## src/rtl/button_pkg.sv

```systemverilog
// Shared definitions for the button capture block: colour codes, read-word layout, MMIO map.
package button_pkg;

   localparam int unsigned DATA_W      = 32;
   localparam int unsigned NUM_BUTTONS = 4;
   localparam int unsigned COLOR_W     = 2;

   typedef enum logic [COLOR_W-1:0] {
      COLOR_RED    = 2'd0,
      COLOR_BLUE   = 2'd1,
      COLOR_GREEN  = 2'd2,
      COLOR_YELLOW = 2'd3
   } color_e;

   localparam int unsigned RD_VALID_BIT   = 0;
   localparam int unsigned RD_COLOR_LSB   = 1;
   localparam int unsigned RD_OVERRUN_BIT = 3;

   typedef enum logic [11:0] {
      ADDR_RANDOM = 12'd5,
      ADDR_LED    = 12'd6,
      ADDR_BUTTON = 12'd7
   } mmio_addr_e;

   // Colour field is masked while no event is pending so an idle read is all zeros.
   function automatic logic [DATA_W-1:0] pack_read_word(input logic   valid_bit,
                                                        input color_e color_code,
                                                        input logic   overrun_bit);
      logic [DATA_W-1:0] word;
      word                               = '0;
      word[RD_VALID_BIT]                 = valid_bit;
      word[RD_COLOR_LSB +: COLOR_W]      = valid_bit ? color_code : COLOR_RED;
      word[RD_OVERRUN_BIT]               = overrun_bit;
      return word;
   endfunction

endpackage

```

## src/rtl/button_capture_if.sv

```systemverilog
// Processor-side read port of the button capture block.
interface button_capture_if;
   import button_pkg::*;

   logic                   rd_en;
   logic [DATA_W-1:0]      read_data;
   logic [NUM_BUTTONS-1:0] held;
   logic                   press_pulse;

   modport master (output rd_en, input read_data, input held, input press_pulse);
   modport slave  (input rd_en, output read_data, output held, output press_pulse);

endinterface

```

## src/rtl/debounce_sync.sv

```systemverilog
// Two-flop synchroniser followed by a counter-based debouncer for one raw button.
module debounce_sync #(
   parameter int unsigned DEBOUNCE_CYCLES = 500000,
   parameter int unsigned CNT_W           = 20
) (
   input  logic clock,
   input  logic reset,
   input  logic raw,
   output logic level
);

   localparam logic [0:0]       STABLE_0 = 1'b0;
   localparam logic [0:0]       STABLE_1 = 1'b1;
   localparam logic [CNT_W-1:0] CNT_LAST = CNT_W'(DEBOUNCE_CYCLES - 1);

   logic [1:0]       sync;
   logic             sampled;
   logic [0:0]       state;
   logic [0:0]       state_nxt;
   logic [CNT_W-1:0] cnt;
   logic [CNT_W-1:0] cnt_nxt;

   always_ff @(posedge clock or negedge reset) begin
      if (!reset) begin
         sync <= '0;
      end else begin
         sync <= {sync[0], raw};
      end
   end

   assign sampled = sync[1];

   always_ff @(posedge clock or negedge reset) begin
      if (!reset) begin
         state <= STABLE_0;
         cnt   <= '0;
      end else begin
         state <= state_nxt;
         cnt   <= cnt_nxt;
      end
   end

   // Any cycle where the input agrees with the stable level restarts the count.
   always_comb begin
      state_nxt = state;
      cnt_nxt   = '0;
      case (state)
         STABLE_0: begin
            if (sampled) begin
               if (cnt == CNT_LAST) begin
                  state_nxt = STABLE_1;
               end else begin
                  cnt_nxt = cnt + CNT_W'(1);
               end
            end
         end
         STABLE_1: begin
            if (!sampled) begin
               if (cnt == CNT_LAST) begin
                  state_nxt = STABLE_0;
               end else begin
                  cnt_nxt = cnt + CNT_W'(1);
               end
            end
         end
         default: state_nxt = STABLE_0;
      endcase
   end

   assign level = state[0];

endmodule

```

## src/rtl/button_capture.sv

```systemverilog
// Memory-mapped button stage: debounce four buttons, detect presses, hold one event until read.
module button_capture
   import button_pkg::*;
#(
   parameter int unsigned DEBOUNCE_CYCLES = 500000,
   parameter int unsigned CNT_W           = 20
) (
   input  logic             clock,
   input  logic             reset,
   input  logic             red_button,
   input  logic             blue_button,
   input  logic             green_button,
   input  logic             yellow_button,
   button_capture_if.slave  bus
);

   logic [NUM_BUTTONS-1:0] raw;
   logic [NUM_BUTTONS-1:0] level;
   logic [NUM_BUTTONS-1:0] level_d;
   logic [NUM_BUTTONS-1:0] press;
   logic                   any_press;
   logic                   multi_press;
   color_e                 win_color;

   logic   valid;
   logic   valid_nxt;
   color_e color;
   color_e color_nxt;
   logic   overrun;
   logic   overrun_nxt;
   logic   press_pulse;

   assign raw = {yellow_button, green_button, blue_button, red_button};

   for (genvar i = 0; i < int'(NUM_BUTTONS); i++) begin : g_btn
      debounce_sync #(
         .DEBOUNCE_CYCLES (DEBOUNCE_CYCLES),
         .CNT_W           (CNT_W)
      ) u_debounce (
         .clock (clock),
         .reset (reset),
         .raw   (raw[i]),
         .level (level[i])
      );
   end

   // Only rising edges of the debounced level are events; releases are ignored.
   assign press     = level & ~level_d;
   assign any_press = |press;

   // Fixed priority red > blue > green > yellow; any loser flags overrun.
   always_comb begin
      win_color   = COLOR_RED;
      multi_press = 1'b0;
      if (press[0]) begin
         win_color   = COLOR_RED;
         multi_press = |press[3:1];
      end else if (press[1]) begin
         win_color   = COLOR_BLUE;
         multi_press = |press[3:2];
      end else if (press[2]) begin
         win_color   = COLOR_GREEN;
         multi_press = press[3];
      end else if (press[3]) begin
         win_color   = COLOR_YELLOW;
      end
   end

   // A read clears the event first, so a press landing on the same edge is kept.
   always_comb begin
      valid_nxt   = valid & ~bus.rd_en;
      overrun_nxt = overrun & ~bus.rd_en;
      color_nxt   = color;
      if (any_press) begin
         if (valid_nxt) begin
            overrun_nxt = 1'b1;
         end else begin
            valid_nxt = 1'b1;
            color_nxt = win_color;
         end
         if (multi_press) begin
            overrun_nxt = 1'b1;
         end
      end
   end

   always_ff @(posedge clock or negedge reset) begin
      if (!reset) begin
         level_d     <= '0;
         valid       <= 1'b0;
         color       <= COLOR_RED;
         overrun     <= 1'b0;
         press_pulse <= 1'b0;
      end else begin
         level_d     <= level;
         valid       <= valid_nxt;
         color       <= color_nxt;
         overrun     <= overrun_nxt;
         press_pulse <= any_press;
      end
   end

   assign bus.read_data   = pack_read_word(valid, color, overrun);
   assign bus.held        = level;
   assign bus.press_pulse = press_pulse;

endmodule

```

## src/flat_wrapper.sv

```systemverilog
// flat-port wrapper written by rule: the top's interface ports become plain ports
module button_capture_flat import button_pkg::*;
#(
   parameter int unsigned DEBOUNCE_CYCLES = 500000,
   parameter int unsigned CNT_W           = 20
)
  (clock, reset, red_button, blue_button, green_button, yellow_button, bus_rd_en, bus_read_data, bus_held, bus_press_pulse);
  button_capture_if bus_i ();
  input  logic clock;
  input  logic reset;
  input  logic red_button;
  input  logic blue_button;
  input  logic green_button;
  input  logic yellow_button;
  input wire logic [$bits(bus_i.rd_en)-1:0] bus_rd_en;
  output wire logic [$bits(bus_i.read_data)-1:0] bus_read_data;
  output wire logic [$bits(bus_i.held)-1:0] bus_held;
  output wire logic [$bits(bus_i.press_pulse)-1:0] bus_press_pulse;
  assign bus_i.rd_en = bus_rd_en;
  assign bus_read_data = bus_i.read_data;
  assign bus_held = bus_i.held;
  assign bus_press_pulse = bus_i.press_pulse;
  button_capture #(.DEBOUNCE_CYCLES(DEBOUNCE_CYCLES), .CNT_W(CNT_W)) u_core (.clock(clock), .reset(reset), .red_button(red_button), .blue_button(blue_button), .green_button(green_button), .yellow_button(yellow_button), .bus(bus_i));
endmodule
```

## config.mk

```make
export PLATFORM = sky130hd
export DESIGN_NAME = button_capture_flat
export DESIGN_NICKNAME = d
export VERILOG_FILES = /design/src/rtl/button_pkg.sv /design/src/rtl/button_capture_if.sv /design/src/rtl/debounce_sync.sv /design/src/rtl/button_capture.sv /design/src/flat_wrapper.sv
export SDC_FILE = /design/constraint.sdc
export NUM_CORES = 1
export LEC_CHECK = 0
export CELL_PAD_IN_SITES_DETAIL_PLACEMENT = 1
export CELL_PAD_IN_SITES_GLOBAL_PLACEMENT = 1
export CORE_MARGIN = 8
export CORE_UTILIZATION = 45
export CTS_CLUSTER_SIZE = 16
export DETAILED_ROUTE_END_ITERATION = 16
export PLACE_DENSITY = 0.82
export SYNTH_ARGS = -nofsm -noshare
export SYNTH_HDL_FRONTEND = slang
export SYNTH_SLANG_ARGS = --single-unit
```

## constraint.sdc

```tcl
create_clock -name clock -period 2.2 [get_ports clock]
set_input_delay 0.33 -clock clock [delete_from_list [all_inputs] [get_ports clock]]
set_output_delay 0.33 -clock clock [all_outputs]
set_load 0.005 [all_outputs]
```

==> flow_summary.yaml, run 1 <==
# yosys + openroad results
finish:
  largest_reg_flops: 80
  final_layout_size_suffix_gt1_share_pct: 6.42
  fin_nets: 536
  layout_top_cells: "dfrtp_1 (101), nor2_1 (64), nand3_1 (32)"
  final-nonclk-buf-share_pct: 4.08
  largestClassByArea: "flip-flops and latches"
  reg_top3: "u_core.g_btn.u_debounce.cnt: 80 flops, u_core.g_btn.u_debounce.sync: 8 flops, u_core.level_d: 4 flops"
  comb_cells: 382
pwr:
  power_uw: 3130
  powerDensity_mw_per_mm2: 580
job:
  max_cap_violations: 0
  tool_warnings: 28
worst_setup_path:
  critPathSlowestCell: "or4_1"
  endpoint: "u_core.g_btn[0].u_debounce.cnt[18]"
  crit_path_max_fanout: 5
  cpLargestDelayFamily: "simple AND/OR/NAND/NOR gates"
  cp_num_buf_inv: 0
  reg2reg_from: "u_core.g_btn[0].u_debounce.cnt[0]"
  cp.arrival_ns: 2.29
  r2r-end: "u_core.g_btn[0].u_debounce.cnt[18]"
  cp-end-kind: "flop"
  rr_worst_depth: 5
drt:
  firstDrtPassIters: 5
  drt-met1-wl_microns: 4870
  wire_per_inst_microns: 15.8
  wl_met2_microns: 5240
  drc_errors: 0
  top_layer: "met4"
final_timing:
  period_minus_slack_ns: 2.00
  drv_slew: 0
  hold_viol: 0
  timing.fmax_ghz: 0.501
  post-route-period-util_pct: 90.8
grt:
  overflow: 0
  grtUsageTotal_pct: 15.4
  met1_usage_pct: 19.0
  grt_use_met2_pct: 26.1
  busiest_layer: "met2"
yosys:
  synth.yosys.seq_area_share_pct: 50.2
  synth_cell_types: 43
  ys_warn_count: 0
die:
  coreArea_sq_mm: 0.0109
  dieArea_sq_mm: 0.0148
  taps: 140
  chipHeight_microns: 122
place:
  placed_cells: 654
  hpwl_microns: 7470
hold_path:
  worstHoldPathType: "input pin to asynchronous set/reset pin"
run_status:
  status: "finished, final reports clean"
clocking:
  tritoncts: "done"
run 1: cell families after synthesis:
group | after synthesis | synth area share [%]
compound gates | 57 | 6.64
xor+xnor | 53 | 9.23
fa+ha+maj | 5 | 1.19
buf+inv | 53 | 6.64
flops | 101 | 50.2
mux | 4 | 0.895
other cells | 1 | 0.0746
simple gates | 235 | 25.1
run 1: Yosys cell counts:
master / count / area share, %
or4_1: 12 / 1.8
a41o_1: 1 / 0.20
xor2_1: 29 / 5.0
conb_1: 1 / 0.075
buf_4: 34 / 5.1
nand2b_1: 6 / 0.75
nand2_1: 31 / 2.3
nand4_1: 20 / 2.5
nand3_2: 2 / 0.40
and3_1: 6 / 0.75
nand4_2: 1 / 0.25
nor3_1: 8 / 0.80
or3_1: 14 / 1.7
o41ai_2: 1 / 0.32
nor4bb_1: 1 / 0.20
o21ai_0: 15 / 1.5
nor4_1: 12 / 1.5
inv_1: 8 / 0.60
or2_2: 1 / 0.12
o2bb2ai_1: 1 / 0.17
buf_2: 3 / 0.30
clkbuf_2: 3 / 0.30
ha_1: 4 / 1.0
and4_2: 1 / 0.20
nand4b_1: 2 / 0.35
o221ai_1: 1 / 0.17
xnor2_1: 24 / 4.2
and4_1: 11 / 1.9
maj3_1: 1 / 0.20
or2_1: 1 / 0.12
o21a_1: 1 / 0.15
o21bai_1: 1 / 0.15
dfrtp_1: 101 / 50
clkbuf_1: 5 / 0.37
and2_1: 4 / 0.50
o31ai_1: 8 / 1.2
nand3_1: 32 / 3.2
nor2_1: 64 / 4.8
nor2b_1: 2 / 0.25
nor4b_1: 4 / 0.70
o21ai_1: 1 / 0.099
mux2_2: 4 / 0.90
a21oi_1: 27 / 2.7
run 1: power by group:
group / internal (uW) / switching (uW)
Combinational: 43.3 / 95.8
Clock: 443 / 644
Sequential: 1880 / 25.6
Fig. 1: run 1, sizing map
The bar under the picture is 20 microns long.
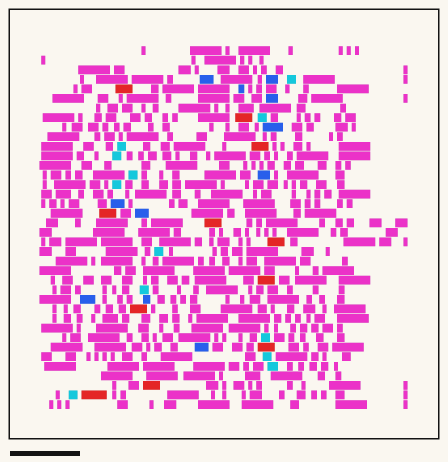
[red] x6 and larger | cells: 11 | share: 2.1%
[cyan] x3 and x4 | cells: 12 | share: 2.3%
[magenta] x1 and smaller | cells: 496 | share: 94%
[blue] x2 | cells: 11 | share: 2.1%
final worst slack: 0.203 ns
area grow syn2layout: 7.36%
bufs w/o clock: 23
fin area: 0.00540 sq mm

Fig. 2: run 1, clock distribution
The bar under the picture is 20 microns long.
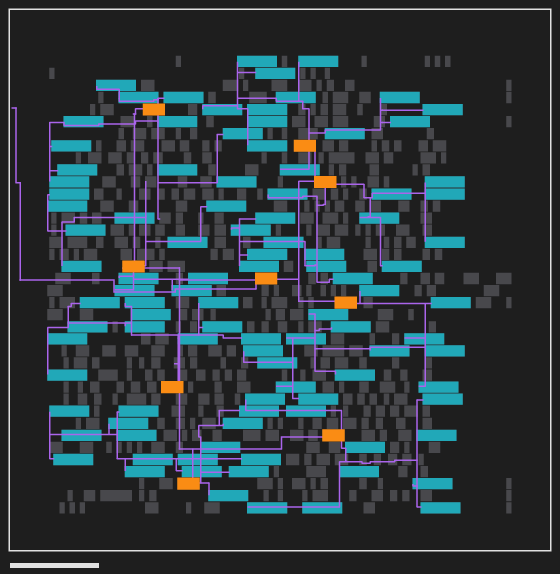
[cyan] flip-flops | count: 101
[purple] clock wires | length: 1,270 microns
[orange] clock-net drivers | count: 9
routed clock nets: 10
flops lie: spread over the die
P_clk: 1090 uW
Clock Skew: 0.0100 ns
clk_lat worst skew: 0.37 ns

Fig. 3: run 1, clock nets
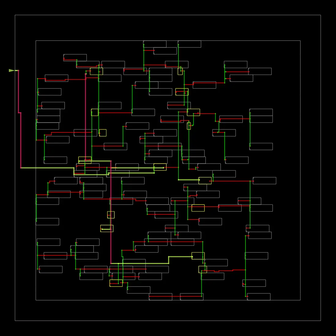
Flops: 101
TritonCTS buffer count: 9

Fig. 4: run 1, register map, names as in the netlist
Other sequential cells in the stronger gray, the rest of the logic in the fainter gray.
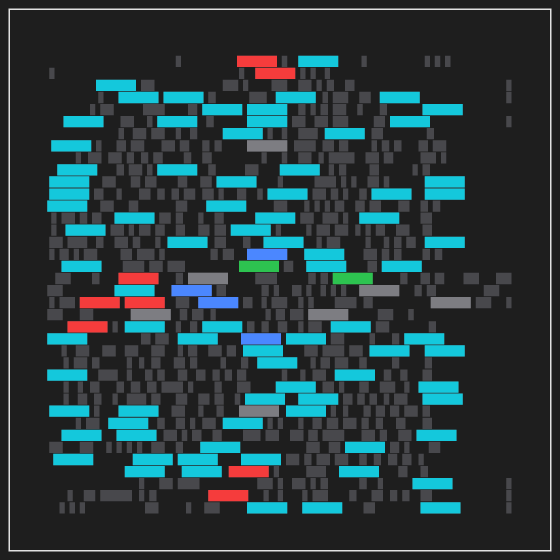
[cyan] `u_core.g_btn.u_debounce.cnt` | sequential cells: 80 | where: spread over the die
[green] `u_core.color` | sequential cells: 2
[red] `u_core.g_btn.u_debounce.sync` | sequential cells: 8
[blue] `u_core.level_d` | sequential cells: 4 | where: center
fin util: 49.6%
Seq power: 1910 uW
flop share of the area: 46.8%
register area: 0.00253 sq mm

==> inputs of run 2 (changes only) <==
--- a/config.mk
+++ b/config.mk
@@ -12,4 +12,5 @@
 export CTS_CLUSTER_SIZE = 16
 export DETAILED_ROUTE_END_ITERATION = 16
+export GPL_ROUTABILITY_DRIVEN = 0
 export PLACE_DENSITY = 0.82
 export SYNTH_ARGS = -nofsm -noshare
==> constraint.sdc (replaced) <==
create_clock -name clock -period 2.2 [get_ports clock]
set_input_delay 0.33 -clock clock [delete_from_list [all_inputs] [get_ports clock]]
set_output_delay 0.33 -clock clock [all_outputs]
set_load 0.02 [all_outputs]
Fig. 5: run 2, sizing map
The bar under the picture is 20 microns long.
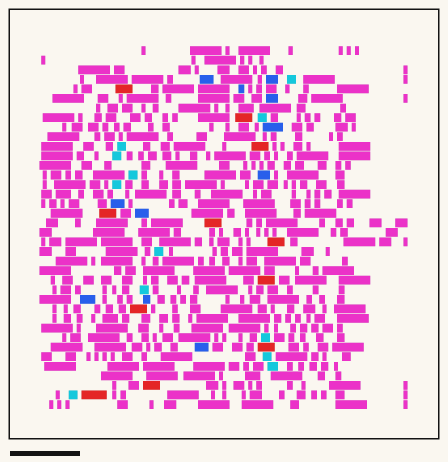
[red] x6 and larger | cells: 11 | share: 2.1%
[cyan] x3 and x4 | cells: 12 | share: 2.3%
[magenta] x1 and smaller | cells: 496 | share: 94%
[blue] x2 | cells: 11 | share: 2.1%

Fig. 6: run 2, the metal 4 layer
Supply wires on this layer in gray.
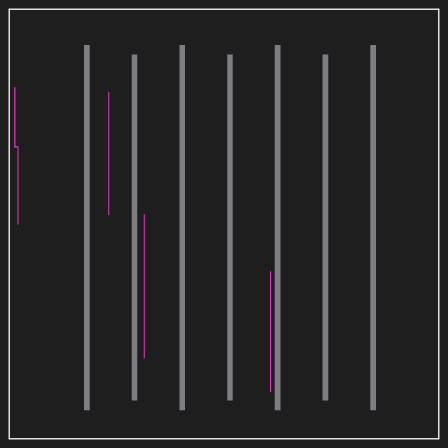
nets with wire on the layer: 3
share of all routed wire: 1.4%
wire length on this layer: 149 microns
via count: 3,695
DRT Wirelength: 10,600 microns

Fig. 7: run 2, clock distribution
The bar under the picture is 20 microns long.
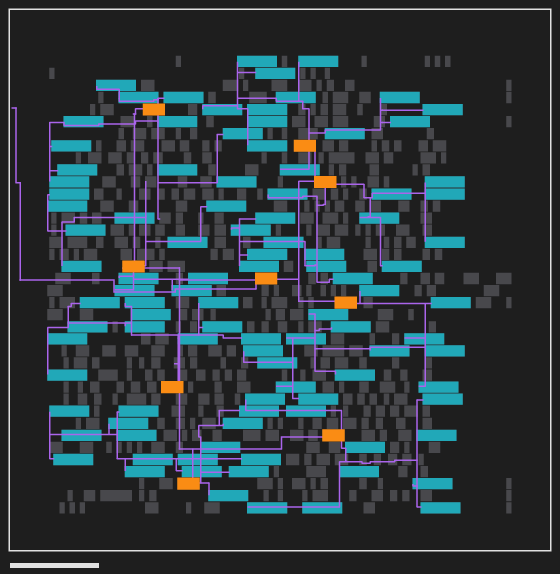
[purple] clock wires | length: 1,270 microns
[orange] clock-net drivers | count: 9
[cyan] flip-flops | count: 101
flops lie: spread over the die
routed clock nets: 10
Clk pwr share: 34.4%

==> run 2 against run 1 <==
Effect of this change:
- setup slack unchanged
- clock skew unchanged
- power increased by 0.99%
- synthesized cell count unchanged
- fmax unchanged
- worst hold slack unchanged
- register-to-register slack about the same
- die size unchanged
- clock power about the same
- global-route usage unchanged
- wire length unchanged
==> flow_summary.yaml, run 2 <==
# yosys + openroad results
finish:
  layout_top_cells: "dfrtp_1 (101), nor2_1 (64), nand3_1 (32)"
  largest_reg_flops: 80
pwr:
  powerDensity_mw_per_mm2: 585
worst_setup_path:
  critPathSlowestCell: "or4_1"
  cp.arrival_ns: 2.29
yosys:
  top_cells_by_area: "dfrtp_1 (50%), buf_4 (5.1%), xor2_1 (5.0%)"
  yosysMostFrequentCell: "dfrtp_1"
  mux_area_share_pct: 0.896
  synth.yosys.seq_area_share_pct: 50.2
  ys_warn_count: 0
  synth_top_cell_by_area: "dfrtp_1"
  ys_sh_simple_pct: 25.1
  top_cells_by_count: "dfrtp_1 (101), nor2_1 (64), buf_4 (34), nand3_1 (32), nand2_1 (31)"
final_timing:
  drv_slew: 0
  post-route-period-util_pct: 90.8
place:
  hpwl_microns: 7470
  placed_cells: 654
drt:
  drc_errors: 0
clocking:
  insertion_delay_ns: 0.37
job:
  tool_warnings: 28
grt:
  grt_use_met2_pct: 26.1
  met1_usage_pct: 19.0
run_status:
  status: "finished, final reports clean"
-- run 2: metrics by stage --
stage / instance area [sq um] / setup WS, ns
floorplan: 5130 / 0.298
global placement: 5220 / 0.307
detailed placement: 5220 / 0.228
CTS: 5400 / 0.201
global route: 5400 / 0.0573
finish: 5400 / 0.203
-- run 2: final timing paths --
| path | startpoint | to | slack, ns |
|---|---|---|---|
| max | u_core.g_btn[0].u_debounce.cnt[0] | u_core.g_btn[0].u_debounce.cnt[18] | 0.20 |
| min | reset | u_core.g_btn[0].u_debounce.cnt[3] | 0.02 |
| max reg2reg | u_core.g_btn[0].u_debounce.cnt[0] | u_core.g_btn[0].u_debounce.cnt[18] | 0.20 |
| min reg2reg | u_core.g_btn[1].u_debounce.sync[0] | u_core.g_btn[1].u_debounce.sync[1] | 0.36 |
| max in group asynchronous | reset | u_core.g_btn[2].u_debounce.sync[0] | 1.81 |
| min in group clock | u_core.g_btn[1].u_debounce.sync[0] | u_core.g_btn[1].u_debounce.sync[1] | 0.36 |
-- run 2: cell families after synthesis --
family | after synthesis
muxes | 4
buffers and inverters | 53
and+or+nand+nor | 235
adders and majority gates | 5
DFF | 101
xor gates and xnor gates | 53
other | 1
AOI/OAI and AO/OA | 57
-- run 2: cell type report --
class | instances | area (sq um) | share of cell area, %
inverter | 8 | 30.0 | 0.556
multi-input combinational | 382 | 2270 | 42.0
clock buffer | 11 | 141 | 2.62
sequential | 101 | 2530 | 46.8
timing repair buffer | 23 | 220 | 4.08
clock inverter | 5 | 36.3 | 0.672
tap | 140 | 175 | 3.24
-- run 2: power by group --
| group | internal, uW | switching [uW] | total [uW] |
|---|---|---|---|
| clock | 443 | 644 | 1090 |
| sequential | 1880 | 25.6 | 1910 |
| combinational | 43.3 | 127 | 170 |
Power and IR drop assume default switching activity.
